**config.mk**
```make
export PLATFORM = sky130hd
export DESIGN_NAME = shift_seq_32
export DESIGN_NICKNAME = d
export VERILOG_FILES = /design/src/rtl/shift_seq_32.sv
export SDC_FILE = /design/constraint.sdc
export NUM_CORES = 1
export LEC_CHECK = 0
export CAP_MARGIN = 20
export CORE_ASPECT_RATIO = 0.75
export CORE_MARGIN = 2
export CORE_UTILIZATION = 41
export CTS_BUF_LIST = sky130_fd_sc_hd__clkbuf_4
export DETAILED_ROUTE_END_ITERATION = 7
export PLACE_DENSITY = 0.88
export SKIP_CTS_REPAIR_TIMING = 1
export SLEW_MARGIN = 20
export SYNTH_ARGS = -nofsm -noshare
export SYNTH_HDL_FRONTEND = slang
export SYNTH_SLANG_ARGS = --single-unit
export TNS_END_PERCENT = 5
```
**constraint.sdc**
```tcl
create_clock -name CLK -period 1.86 [get_ports CLK]
set_input_delay 0.186 -clock CLK [delete_from_list [all_inputs] [get_ports CLK]]
set_output_delay 0.186 -clock CLK [all_outputs]
set_load 0.05 [all_outputs]
```
**src/rtl/shift_seq_32.sv**
```systemverilog
// Multi-cycle logical shifter: one internal shift-by-1 for odd amounts, then
// iterates an external combinational shift-by-2 stage via SH_IN/SH_OUT.
module shift_seq_32 (
    input  logic        CLK,
    input  logic        RST,
    input  logic        START,
    input  logic        DIR,
    input  logic [4:0]  AMT,
    input  logic [31:0] DIN,
    output logic        BUSY,
    output logic        DONE,
    output logic [31:0] DOUT,
    output logic [31:0] SH_IN,
    input  logic [31:0] SH_OUT,
    output logic        L_SHIFT,
    output logic        NO_SHIFT,
    output logic        R_SHIFT,
    output logic        LEFT_NOT,
    output logic        OLD_NOT,
    output logic        RIGHT_NOT
);

    typedef enum logic [1:0] {
        S_IDLE,
        S_ODD,
        S_PASS,
        S_DONE
    } state_t;

    state_t      state, state_nxt;
    logic [31:0] reg_q, reg_nxt;
    logic [3:0]  cnt_q, cnt_nxt;
    logic        dir_q, dir_nxt;
    logic        sel_l_nxt, sel_r_nxt, sel_n_nxt;

    // NOTE: every signal written here gets a default first, so no latch is inferred.
    always_comb begin
        state_nxt = state;
        reg_nxt   = reg_q;
        cnt_nxt   = cnt_q;
        dir_nxt   = dir_q;
        case (state)
            S_IDLE, S_DONE: begin
                state_nxt = S_IDLE;
                if (START) begin
                    reg_nxt = DIN;
                    cnt_nxt = AMT[4:1];
                    dir_nxt = DIR;
                    if (AMT == 5'd0)
                        state_nxt = S_DONE;
                    else if (AMT[0])
                        state_nxt = S_ODD;
                    else
                        state_nxt = S_PASS;
                end
            end
            S_ODD: begin
                reg_nxt   = dir_q ? {1'b0, reg_q[31:1]} : {reg_q[30:0], 1'b0};
                state_nxt = (cnt_q != 4'd0) ? S_PASS : S_DONE;
            end
            S_PASS: begin
                reg_nxt   = SH_OUT;
                cnt_nxt   = cnt_q - 4'd1;
                state_nxt = (cnt_q == 4'd1) ? S_DONE : S_PASS;
            end
            default: state_nxt = S_IDLE;
        endcase
    end

    // Selects are decoded from next state/direction so the flops present
    // the right selection during the PASS cycle itself, glitch-free.
    always_comb begin
        sel_l_nxt = (state_nxt == S_PASS) && !dir_nxt;
        sel_r_nxt = (state_nxt == S_PASS) && dir_nxt;
        sel_n_nxt = (state_nxt != S_PASS);
    end

    // NOTE: clocked blocks use non-blocking assignments so every flop samples pre-edge values.
    always_ff @(posedge CLK) begin
        if (RST)
            state <= S_IDLE;
        else
            state <= state_nxt;
    end

    always_ff @(posedge CLK) begin
        if (RST) begin
            reg_q     <= 32'd0;
            cnt_q     <= 4'd0;
            dir_q     <= 1'b0;
            L_SHIFT   <= 1'b0;
            NO_SHIFT  <= 1'b1;
            R_SHIFT   <= 1'b0;
            LEFT_NOT  <= 1'b1;
            OLD_NOT   <= 1'b0;
            RIGHT_NOT <= 1'b1;
        end else begin
            reg_q     <= reg_nxt;
            cnt_q     <= cnt_nxt;
            dir_q     <= dir_nxt;
            L_SHIFT   <= sel_l_nxt;
            NO_SHIFT  <= sel_n_nxt;
            R_SHIFT   <= sel_r_nxt;
            LEFT_NOT  <= !sel_l_nxt;
            OLD_NOT   <= !sel_n_nxt;
            RIGHT_NOT <= !sel_r_nxt;
        end
    end

    assign BUSY  = (state == S_ODD) || (state == S_PASS);
    assign DONE  = (state == S_DONE);
    assign DOUT  = reg_q;
    assign SH_IN = reg_q;

endmodule

```
### Power grid, run 1

Bar = 20 um. Pins as bars on the die edge. Tap cells in grey.
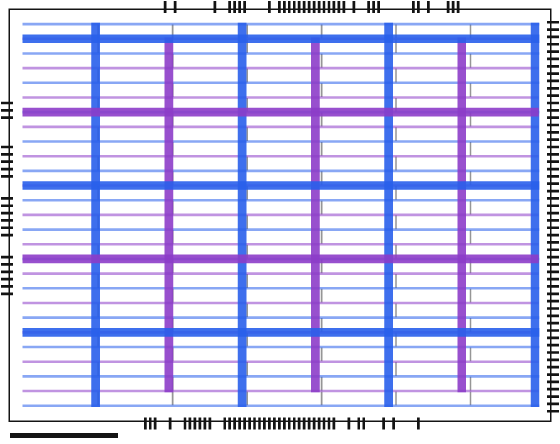
net	colour
VSS	blue
VDD	purple
signal pins	145
met5 straps	5
met4 straps	7
met1 rails	27
vertical die size: 76.1 um
chip width: 100 um
Core Area: 6770 um2
worst supply voltage drop on vdd: 0.443 mV

### Cells coloured by class, run 1

Bar = 20 um.
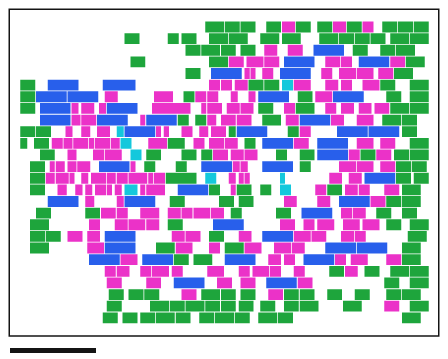
class	colour	cells	share of their area
combinational and other logic	magenta	185	37%
flops	blue	45	22%
other buffers and delay cells	green	157	40%
clock drivers and dummy loads	cyan	8	1.3%
post-layout instance area: 4280 um2
proportion of cell area occupied by registers: 21.1%
core utilization of the finished layout: 63.2%
Placement Rows: 26

==> run_results.csv, run 1 <==
group,metric,value,unit
yosys,netlist-cell-type-count,39,
yosys,synth.most_common_cell,"dfxtp_1",
route,route.top_layer_used,"met4",
placed_design,io_buffers,144,
power,power_frac_seq,33.1,%
yosys,main_combinational_cell_family_by_area_after_synthesis,"AND-OR/OR-AND gates",
route,drt-vias-per-instance,5.62,
clocking,path_clk_slew,0.14,ns
layout,final-comb-area,1530,um2
sta,hold_violations,0,
clocking,ctsRootBufferMaster,"clkbuf_4",
worst_setup_path,critical_path_class,"reg2out",
global_route,grt.met1_usage,28.7,%
die,initial_core_util,41.9,%
power,p_total,3.78,mW
flow_run,max_capacitance_violation_total,0,
global_route,grt_start_max_net_pins,44,
global_route,grt_first_pass_wirelength,13400,um
power,largestPowerGroup,"combinational cells",
sta,fmax,553,MHz
layout,layout.clock.cell_area_share,1.29,%
power,pwr_density_cell,884,nW/um2
yosys,synth_seq_share,31.7,%
yosys,enable_flop_cells,0,
layout,n_all_buffers,157,
power,p_seq,1.25,mW
yosys,post_synth_instance_area,2840,um2
sta,tightest_slew,0.555,ns
worst_setup_path,worst_r2r_startpoint,"state[1]$_SDFF_PP0_",
global_route,grt_most_used_layer,"met2",
worst_setup_path,crit_path_start,"DOUT[5]$_SDFFE_PP0P_",
outcome,run_status,"finished clean",
sta,rsz0062_at_grt,"true",
sta,post-route-worst-setup-slack,0.0513,ns
layout,layout_top_cell,"clkdlybuf4s50_1",
global_route,first_global_vias,2542,
route,route.detailed.wl_per_inst,18.2,um
layout,num_antenna_cells,0,
layout,post_route_cells_drive_above_1_share,13.9,%
power,power.combinational.total,2.06,mW
die,chip_area,7610,um2
yosys,syn_inst,291,
route,route.antenna.remaining_nets,0,
placed_design,placed_cell_area,4090,um2
yosys,synthFlopType,"dfxtp_1",
route,wl_met1,3820,um
yosys,synthAoiAreaFrac,24.1,%
yosys,synth_simple_gate_area_share,5.91,%
placed_design,post-dp-hpwl,6340,um
### Clock wires, drivers and flops, run 1

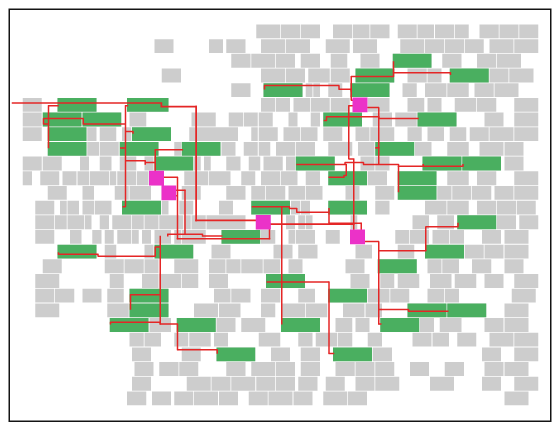
[clock wires] red | length: 552 um
[clock drivers] magenta | count: 5
[flip-flops] green | count: 45
routed clock nets	6
power drawn by the clock network: 0.470 mW
worst clock skew: 0.0193 ns
Clk Latency, worst-skew pair: 0.36 ns
power share of the clock group: 12.4%

## Run 2: what changed since run 1
Settings changed: CORE_MARGIN 2 to unset.
Clock period 1.86 ns to 1.87 ns, I/O delays scaled along.
==> run 2 against run 1 <==
The run now ends with design-rule violations left. Utilization up 1.1 points. Worst hold slack worse by 0.099 ns. Flip-flop count unchanged. Power down 1.3%. Largest cell class unchanged. Non-clock buffer count decreased by 4. Worst setup slack better by 0.0024 ns. Critical path depth unchanged. Cell count is 1.5% lower. Count of clock-buffer cells in the layout did not move. First-iteration DRC count grew 28%.
==> run_results.csv, run 2 <==
group,metric,value,unit
outcome,run_status,"finished, violations left",
outcome,violations_in_the_final_reports,"design-rule violations",
sta,hold_violations,0,
clocking,path_clk_slew,0.14,ns
sta,rsz0062_at_grt,"false",
power,p_total,3.73,mW
yosys,synthAoiAreaFrac,24.1,%
worst_setup_path,worst_r2r_startpoint,"state[0]$_SDFF_PP0_",
layout,num_antenna_cells,0,
global_route,grt_start_max_net_pins,45,
yosys,synth.most_common_cell,"dfxtp_1",
global_route,grt_most_used_layer,"met2",
yosys,post_synth_instance_area,2840,um2
flow_run,max_capacitance_violation_total,0,
die,core_region_area,6510,um2
die,initial_core_util,43.6,%
die,placementRows,25,
layout,post_route_cells_drive_above_1_share,13.0,%
sta,tightest_slew,0.551,ns
die,chip_area,7260,um2
layout,seq_share,21.5,%
sta,post-route-worst-setup-slack,0.0537,ns
yosys,syn_inst,291,
global_route,grt_first_pass_wirelength,13100,um
power,max-vdd-ir-drop,0.479,mV
yosys,enable_flop_cells,0,
power,power.combinational.total,2.03,mW
power,power_frac_seq,33.4,%
sta,fmax,551,MHz
route,wl_met1,3740,um
route,drt_drc_violations_left,11,
power,p_seq,1.25,mW
clocking,clkLatencyLatePin,0.36,ns
die,fp.dieH,74.1,um
yosys,synth_simple_gate_area_share,5.91,%
global_route,grt.met1_usage,29.2,%
route,route.top_layer_used,"met4",
layout,final-comb-area,1520,um2
power,pwr_density_cell,891,nW/um2
route,drt-vias-per-instance,5.64,
placed_design,placed_cell_area,4080,um2
yosys,main_combinational_cell_family_by_area_after_synthesis,"AND-OR/OR-AND gates",
yosys,synth_seq_share,31.7,%
layout,layout.clock.cell_area_share,1.20,%
layout,n_all_buffers,153,
worst_setup_path,crit_path_start,"DOUT[31]$_SDFFE_PP0P_",
### Cells coloured by class, run 2

Bar = 20 um.
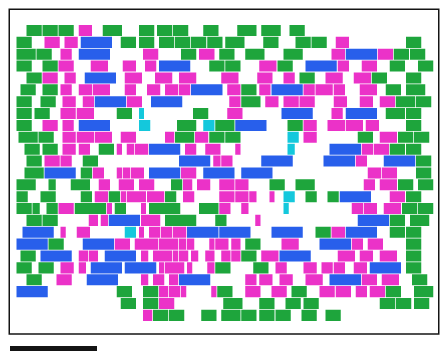
class	colour	cells	share of their area
other buffers and delay cells	green	153	39%
combinational and other logic	magenta	185	38%
flops	blue	45	22%
clock drivers and dummy loads	cyan	8	1.2%
core utilization of the finished layout: 64.3%
post-layout instance area: 4190 um2

### Wiring by layer, run 2

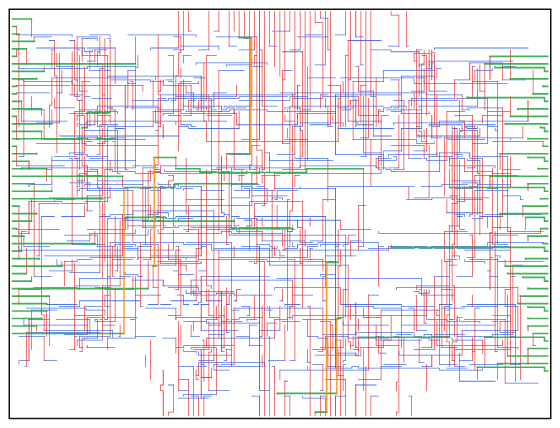
layer	colour	wire length
metal 3	green	693 um
metal 1	blue	3,740 um
metal 2	red	3,870 um
metal 4	orange	108 um
overall track demand over capacity in global routing: 22.8%
total length of routed wires: 8410 um
vias post-DR: 2,662
average wire per standard cell: 17.8 um

### Clock wires, drivers and flops, run 2

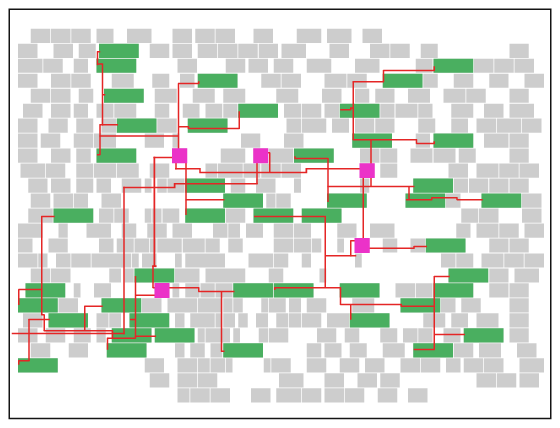
worst clock skew: 0.0112 ns
power drawn by the clock network: 0.450 mW
power share of the clock group: 12.1%

Power is estimated from default activity; no workload was simulated.
